### M4 wires, run 1

Cells faint in the background.
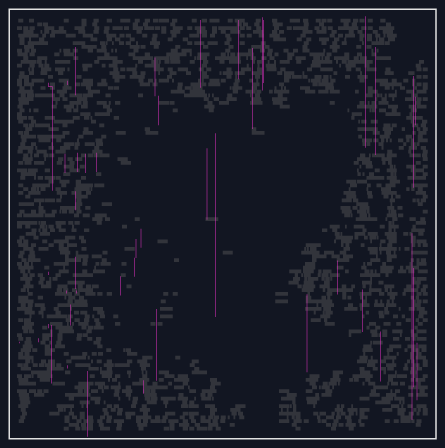
### Signal metal coverage by tile, run 1

The die is cut into 31 by 31 equal tiles; dark blue is low, red is high, scaled to the fullest tile. Values are wire area over tile area, all layers added.
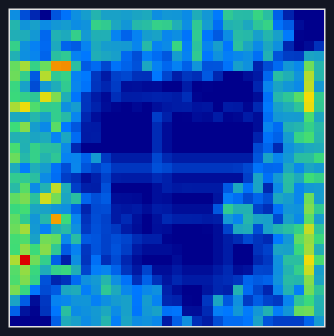
### Cell classes on the final placement, run 1

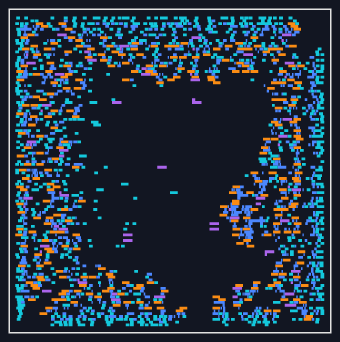
==> config.mk <==
export PLATFORM = sky130hd
export DESIGN_NAME = me_arbiter_flat
export DESIGN_NICKNAME = d
export VERILOG_FILES = /design/src/rtl/me_arbiter_if.sv /design/src/rtl/me_arbiter.sv /design/src/flat_wrapper.sv
export SDC_FILE = /design/constraint.sdc
export NUM_CORES = 1
export LEC_CHECK = 0
export CAP_MARGIN = 20
export CELL_PAD_IN_SITES_DETAIL_PLACEMENT = 0
export CELL_PAD_IN_SITES_GLOBAL_PLACEMENT = 1
export CORE_AREA = 5 5 304 306
export CTS_CLUSTER_DIAMETER = 200
export DETAILED_ROUTE_END_ITERATION = 12
export DIE_AREA = 0 0 309 311
export PLACE_DENSITY = 0.52
export SYNTH_ARGS = -nofsm -noshare
export SYNTH_HDL_FRONTEND = slang
export SYNTH_SLANG_ARGS = --single-unit
==> constraint.sdc <==
create_clock -name clk -period 3 [get_ports clk]
set_input_delay 0.3 -clock clk [delete_from_list [all_inputs] [get_ports clk]]
set_output_delay 0.3 -clock clk [all_outputs]
set_load 0.02 [all_outputs]
==> results_slide.txt, run 1 <==
Physical Implementation Snapshot

Outcome
  – Status: finished clean

Route
  – DRT iter0 DRCs: approximately 450
  – Met3 WL post-DR: ~7600 um
  – Detailed-route DRC error count: 0
  – Antenna Nets Post-Route: 0
  – Top Layer Used: met5
  – Metal2 WL: around 33000 um
  – Drt first pass iters: 7
  – DR vias/cell: 4.00
  – Met1 wire length: 25100 um

Setup path
  – Slowest-stage cell, CP: clkdlybuf4s50_1
  – Crit path max-delay family: buffers and inverters
  – Critical-path cell list: ha_2, buf_4, and3_1, clkdlybuf4s50_1
  – Cells on worst reg2reg path: 5
  – Critical Path AT: 2.51 ns
  – Critical Path Source Type: flop
  – CP max stage delay: slightly above 0.6 ns
  – Reg2reg setup slack: just over 0.6 ns
  – CP required: around 2.7 ns
  – Worst Path Buf+Inv: 2
  – Critical Path Fanout Max: 68
  – Stages on worst setup path: 4

Global route
  – Initial antenna violation count: 31
  – Remaining Overflow, GRT: 0
  – Maximum number of pins on one net before global-route repair: between 80 and 90
  – GR Layer Usage met3: 6.84%
  – Busiest metal layer after global routing: met2
  – Number of global-route vias before repair: roughly 14000
  – Met2 usage: between 20% and 30%
  – GR met1 Demand/Resource: 13.5%
  – First-pass GRT wire length: between 90000 and 100000 um

Finish
  – Non-clock inverter count in the final layout: 11
  – Fill cells: between 9000 and 10000
  – Layout clock area frac: 5.05%
  – Synth-to-layout area growth: 78.6%
  – Comb area share: ~30%
  – FF+latch area: 0.00555 sq mm
  – Mi-comb count: between 900 and 1000
  – Nonclk buf count: a little over 800
  – Area-dominant class: buffers
  – Non-Filler Instances: 3357
  – Comb area: about 0.0071 sq mm
  – # diodes: 14
  – Most frequent cells in the layout: 781 x clkdlybuf4s50_1, 330 x nand2_1, 276 x dfxtp_1
  – NonClk Buf Share: 35.0%
  – Commonest Layout Cell: clkdlybuf4s50_1
  – Layout cells sized above 1: 5.77%
  – Nets: 2599
  – Flops: roughly 280
  – Clkbuf count: 58

Floorplanning
  – Tap cell count: ~1200
  – Die extent in x: between 300 and 400 um
  – Die area: around 0.096 sq mm
  – Num ports: just under 800
  – Die Height: roughly 310 um
  – FP Util: 14.8%

Yosys
  – XOR/XNOR Area Share: less than 1%
  – Unique masters post-synth: 37
  – Most common cell in the netlist: nand2_1
  – Register area share after synthesis: a little over two fifths
  – Synth Instances: about 1400
  – Post-Synth Simple-Gate Area: between 15 and 20%
  – Dominant combinational family: AND-OR/OR-AND gates
  – MUX share of area: between 10% and 20%
  – Yosys stat cell total: 1418
  – Most common reg cell: dfxtp_1
  – Avg Inst Size Synth: around 9.3 sq um
  – Flops after synth: roughly 280
  – Count of library flops with an enable pin: 0
  – Net Count, Synth: ~1900
  – Mapped cell area: about 0.013 sq mm
  – List of most frequent post-synthesis cells: 330 x nand2_1, 277 x dfxtp_1, 195 x mux2i_1, 193 x o211a_1, 99 x clkbuf_1
  – Adder Share, Synth: less than 1%
  – Area leader share: a little over two fifths
  – Synthesis area per yosys: around 0.013 sq mm
  – Cell type with the largest total area: dfxtp_1
  – Asr flop ratio synth: 0%
  – Yosys warnings: 0
  – Cell area leaders: dfxtp_1 42%, mux2i_1 15%, o211a_1 15%
  – AO/OA Area Share: around a fifth

Clocking
  – CTS Sinks: 277
  – Clock Path Buffers: 3
  – CTS Buf Count: 37
  – Clock-pin slew on the worst setup and hold paths: 0.06 ns
  – Clk root buf: clkbuf_16
  – Post-cts sizing count: 0
  – H-tree levels: 2
  – CTS Hold Bufs: 0
  – Post-CTS Setup Inserts: 0
  – Worst-Skew Late Latency: approximately 0.54 ns
  – CTS tree: built

Final timing
  – Fmax: about 0.36 GHz
  – Fin crit period: around 2.8 ns
  – Slew @ Worst Pin: 0.666 ns
  – Final Skew: 0.0213 ns
  – Setup TNS: 0 ns
  – Finish-stage setup viols: 0
  – Fin. Hold Viols: 0
  – Worst slew margin: a little under three fifths
  – Final Max Slew Viols: 0
  – RSZ-0062 raised after global routing: no
  – Final period util: 93.6%

Job
  – OpenROAD warnings: 29
  – Max Cap Viol: 0

Pwr
  – Leak Pwr: approximately 11 nW
  – Power Dens Cells: 717 mW/mm^2
  – Worst vdd ir: roughly 410 uV

Placement
  – Final HPWL from detailed placement: approximately 54000 um
  – # port buffers: between 700 and 800
  – Gpl congestion: roughly 0.85
  – Dpl cells: between 3000 and 4000

Worst hold path
  – Hold path depth: 2
  – HP Class: input pin to flop
About 'M4 wires':
longest straight run: 135 um
wire length on this layer: 1610 um
main direction: vertical
via count: 13400
Total Wirelength: 67900 um

About 'Signal metal coverage by tile':
emptiest ninth of the die: middle
mean over tiles: 0.12
tiles over half the peak: 6.8%
nearly empty tiles: 13%
wire per inst: 20.2 um
global-route usage over all layers: 13.2%

About 'Cell classes on the final placement':
[all other logic] blue | cells: 1003 | share of their area: 32%
[flip-flops] orange | cells: 277 | share of their area: 25%
[other buffers and delay cells] cyan | cells: 820 | share of their area: 37%
[clock drivers and dummy loads] purple | cells: 67 | share of their area: 5.4%
row cnt: 110
fin util: 26.4%
Final Cell Area: 0.0236 sq mm
core box area: 0.0893 sq mm
flop share of the area: 23.5%

==> run 1: metrics by stage <==
step                      hold WS (ns)  total power [mW]  cell area [sq um]  util [%]  setup slack [ns]
after floorplan                  0.436              8.98              13200         -             0.869
after global placement           0.461              12.7              22400      25.1             0.630
after detailed placement         0.476              12.7              22400      25.1             0.595
after CTS                        0.214              17.3              23600      26.4            0.0924
after global routing             0.246              18.0              23600      26.4            0.0413
final                            0.244              16.9              23600      26.4             0.192
==> run 1: report_power, final <==
part | total, mW | leakage [nW] | switching [mW] | internal, mW
clock | 4.38 | 0.591 | 1.74 | 2.64
sequential | 5.14 | 2.28 | 0.513 | 4.62
combinational | 7.40 | 7.68 | 3.99 | 3.41
total | 16.9 | 10.6 | 6.24 | 10.7
==> run 1 -> run 2 <==
==> config.mk (replaced) <==
export PLATFORM = sky130hd
export DESIGN_NAME = me_arbiter_flat
export DESIGN_NICKNAME = d
export VERILOG_FILES = /design/src/rtl/me_arbiter_if.sv /design/src/rtl/me_arbiter.sv /design/src/flat_wrapper.sv
export SDC_FILE = /design/constraint.sdc
export NUM_CORES = 1
export LEC_CHECK = 0
export CAP_MARGIN = 20
export CORE_AREA = 5 5 306 308
export CTS_CLUSTER_DIAMETER = 200
export DETAILED_ROUTE_END_ITERATION = 12
export DIE_AREA = 0 0 311 313
export PLACE_DENSITY = 0.4
export SYNTH_ARGS = -nofsm -noshare
export SYNTH_HDL_FRONTEND = slang
export SYNTH_SLANG_ARGS = --single-unit
### Clock distribution, run 2

The bar under the picture is 100 um long.
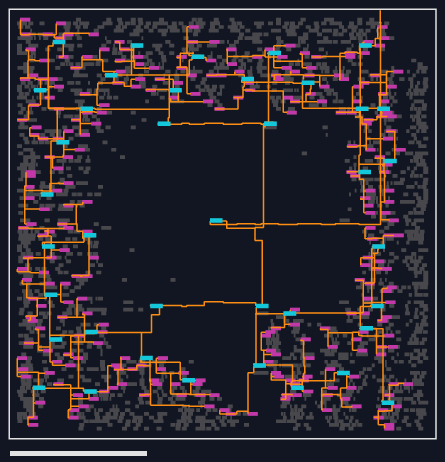
[cells driving clock nets] cyan | count: 39
[clock wires] orange | length: 5330 um
[flip-flops] magenta | count: 277
routed clock nets: 40
flops lie: widely spread
clock-net power: 4.87 mW
clock power share: 27.9%
Worst-Skew Late Latency: 0.54 ns
Final Skew: 0.0175 ns

==> run 2 against run 1 <==
  * Clock-buffer cell count fell by 2
  * Sequential power barely moved
  * Die size rose by 1.3%
  * Sequential share of layout area fell by 0.18 points
  * Hold slack got worse by 0.026 ns
  * Combinational power barely moved
  * Sequential cell count did not move
  * Non-clock buffer count fell by 4
  * Synthesized area did not move
  * Design area rose by 0.77%
  * Register-to-register slack improved by 0.07 ns
  * Largest cell class unchanged
==> results_slide.txt, run 2 <==
Physical Implementation Snapshot

Outcome
  – Status: finished clean

Global route
  – Busiest metal layer after global routing: met2
  – Initial antenna violation count: 21
  – GR met1 Demand/Resource: between 10 and 15%
  – Remaining Overflow, GRT: 0
  – Number of global-route vias before repair: 13700
  – GR Layer Usage met3: approximately 5.8%
  – Global-route usage over all layers: 12.9%

Pwr
  – Leak Pwr: 10.6 nW
  – Comb. pwr: approximately 7.4 mW
  – Combinational power share: 42.5%
  – Sequential Power: 5.16 mW
  – Flop pwr share: between 20% and 30%
  – Net Sw Power: ~6.3 mW

Yosys
  – Cell type with the largest total area: dfxtp_1
  – Yosys warnings: 0
  – Flops after synth: approximately 280
  – List of most frequent post-synthesis cells: 330 x nand2_1, 277 x dfxtp_1, 195 x mux2i_1, 193 x o211a_1, 99 x clkbuf_1
  – Dominant combinational family: AND-OR/OR-AND gates
  – Cell area leaders: dfxtp_1 42%, mux2i_1 15%, o211a_1 15%
  – Post-Synth Simple-Gate Area: approximately 18%
  – Register area share after synthesis: about two fifths
  – Avg Inst Size Synth: roughly 9.3 sq um
  – Count of library flops with an enable pin: 0
  – Synth Instances: 1418
  – Mapped cell area: between 0.01 and 0.015 sq mm
  – Asr flop ratio synth: 0%
  – Adder Share, Synth: less than 1%
  – MUX share of area: roughly 15%
  – Net Count, Synth: 1878
  – Most common reg cell: dfxtp_1
  – Synthesis area per yosys: about 0.013 sq mm
  – Yosys stat cell total: 1418
  – Most common cell in the netlist: nand2_1
  – Unique masters post-synth: 37
  – Area leader share: between 40% and 50%

Finish
  – Layout cells sized above 1: under 10%
  – # diodes: 9
  – Commonest Layout Cell: clkdlybuf4s50_1
  – Comb area: 0.00705 sq mm
  – Nonclk buf count: about 820
  – Synth-to-layout area growth: 80.0%
  – NonClk Buf Share: about a third
  – Clkbuf count: around 56
  – Flop share of the area: 23.3%
  – Nets: about 2600
  – FF+latch area: 0.00555 sq mm
  – Mi-comb count: 992
  – Fill cells: approximately 9700
  – Flops: ~280

Final timing
  – Worst slew margin: 55.3%
  – Setup TNS: 0 ns
  – Fin crit period: ~2.8 ns
  – Final period util: around 93%
  – Final WS setup: ~0.21 ns
  – Slew @ Worst Pin: approximately 0.67 ns
  – Fmax: between 0.3 and 0.4 GHz
  – Fin. Hold Viols: 0
  – RSZ-0062 raised after global routing: no
  – Final Max Slew Viols: 0

Placement
  – Gpl congestion: ~0.8
  – Final HPWL from detailed placement: ~53000 um
  – # port buffers: ~800
  – Pre-CTS WS: 0.601 ns

Setup path
  – Cells on worst reg2reg path: 5
  – Stages on worst setup path: 5
  – Slowest-stage cell, CP: clkdlybuf4s50_1
  – CP required: approximately 2.7 ns
  – Reg2reg setup slack: 0.68 ns
  – Worst Path Buf+Inv: 2
  – Critical Path AT: 2.49 ns

Floorplanning
  – Die area: between 0.09 and 0.1 sq mm
  – FP Util: ~15%
  – Num ports: 783
  – Core box area: 0.0908 sq mm

Worst hold path
  – Hold path depth: 2
  – HP Class: input pin to flop

Clocking
  – Clock-pin slew on the worst setup and hold paths: approximately 0.060 ns
  – CTS tree: built
  – CTS Hold Bufs: 0
  – CTS Buf Count: 39
  – Clock Path Buffers: 3
  – Post-CTS Setup Inserts: 0
  – Post-cts sizing count: 0

Route
  – Met3 WL post-DR: 6750 um
  – DRT iter0 DRCs: about 550
  – Wire per inst: 20.0 um
  – Top Layer Used: met5
  – Total Wirelength: around 67000 um
  – Antenna Nets Post-Route: 0
  – Met1 wire length: between 20000 and 30000 um
  – DR vias/cell: between 3 and 4
  – Drt first pass iters: 5
  – Detailed-route DRC error count: 0

Job
  – Max Cap Viol: 0
### Cell classes on the final placement, run 2

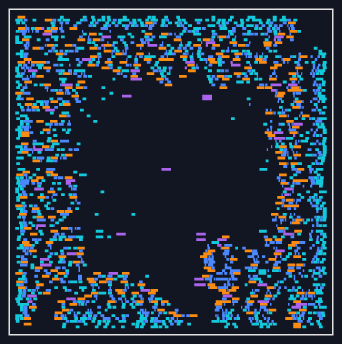
[other buffers and delay cells] cyan | cells: 816 | share of their area: 37%
[all other logic] blue | cells: 1003 | share of their area: 32%
[clock drivers and dummy loads] purple | cells: 66 | share of their area: 6.0%
[flip-flops] orange | cells: 277 | share of their area: 25%
row cnt: 111
fin util: 26.2%
Final Cell Area: 0.0238 sq mm

run 2: cell counts after synthesis:
No cell type changed its count.
run 2: logic make-up (layout without fill, tap and decap cells):
logic type	count (synthesis)	after routing
simple gates	506	506
buf+inv	149	893
compound gates	275	275
mux	195	195
fa+ha+maj	5	5
other cells	0	9
flops	277	277
xor+xnor	11	11
run 2: through the flow:
step	cell area, sq um	total power, mW	std cells	hold WS, ns	util [%]
finish	23800	17.4	3357	0.219	26.2
global route	23800	18.5	3351	0.235	26.2
CTS	23800	17.9	3348	0.227	26.2
detailed placement	22400	12.8	3282	0.474	24.7
global placement	22400	12.7	3282	0.465	24.7
floorplan	13200	8.98	1418	0.436	-
No activity file was given, so power comes from the tool's default toggle rates.
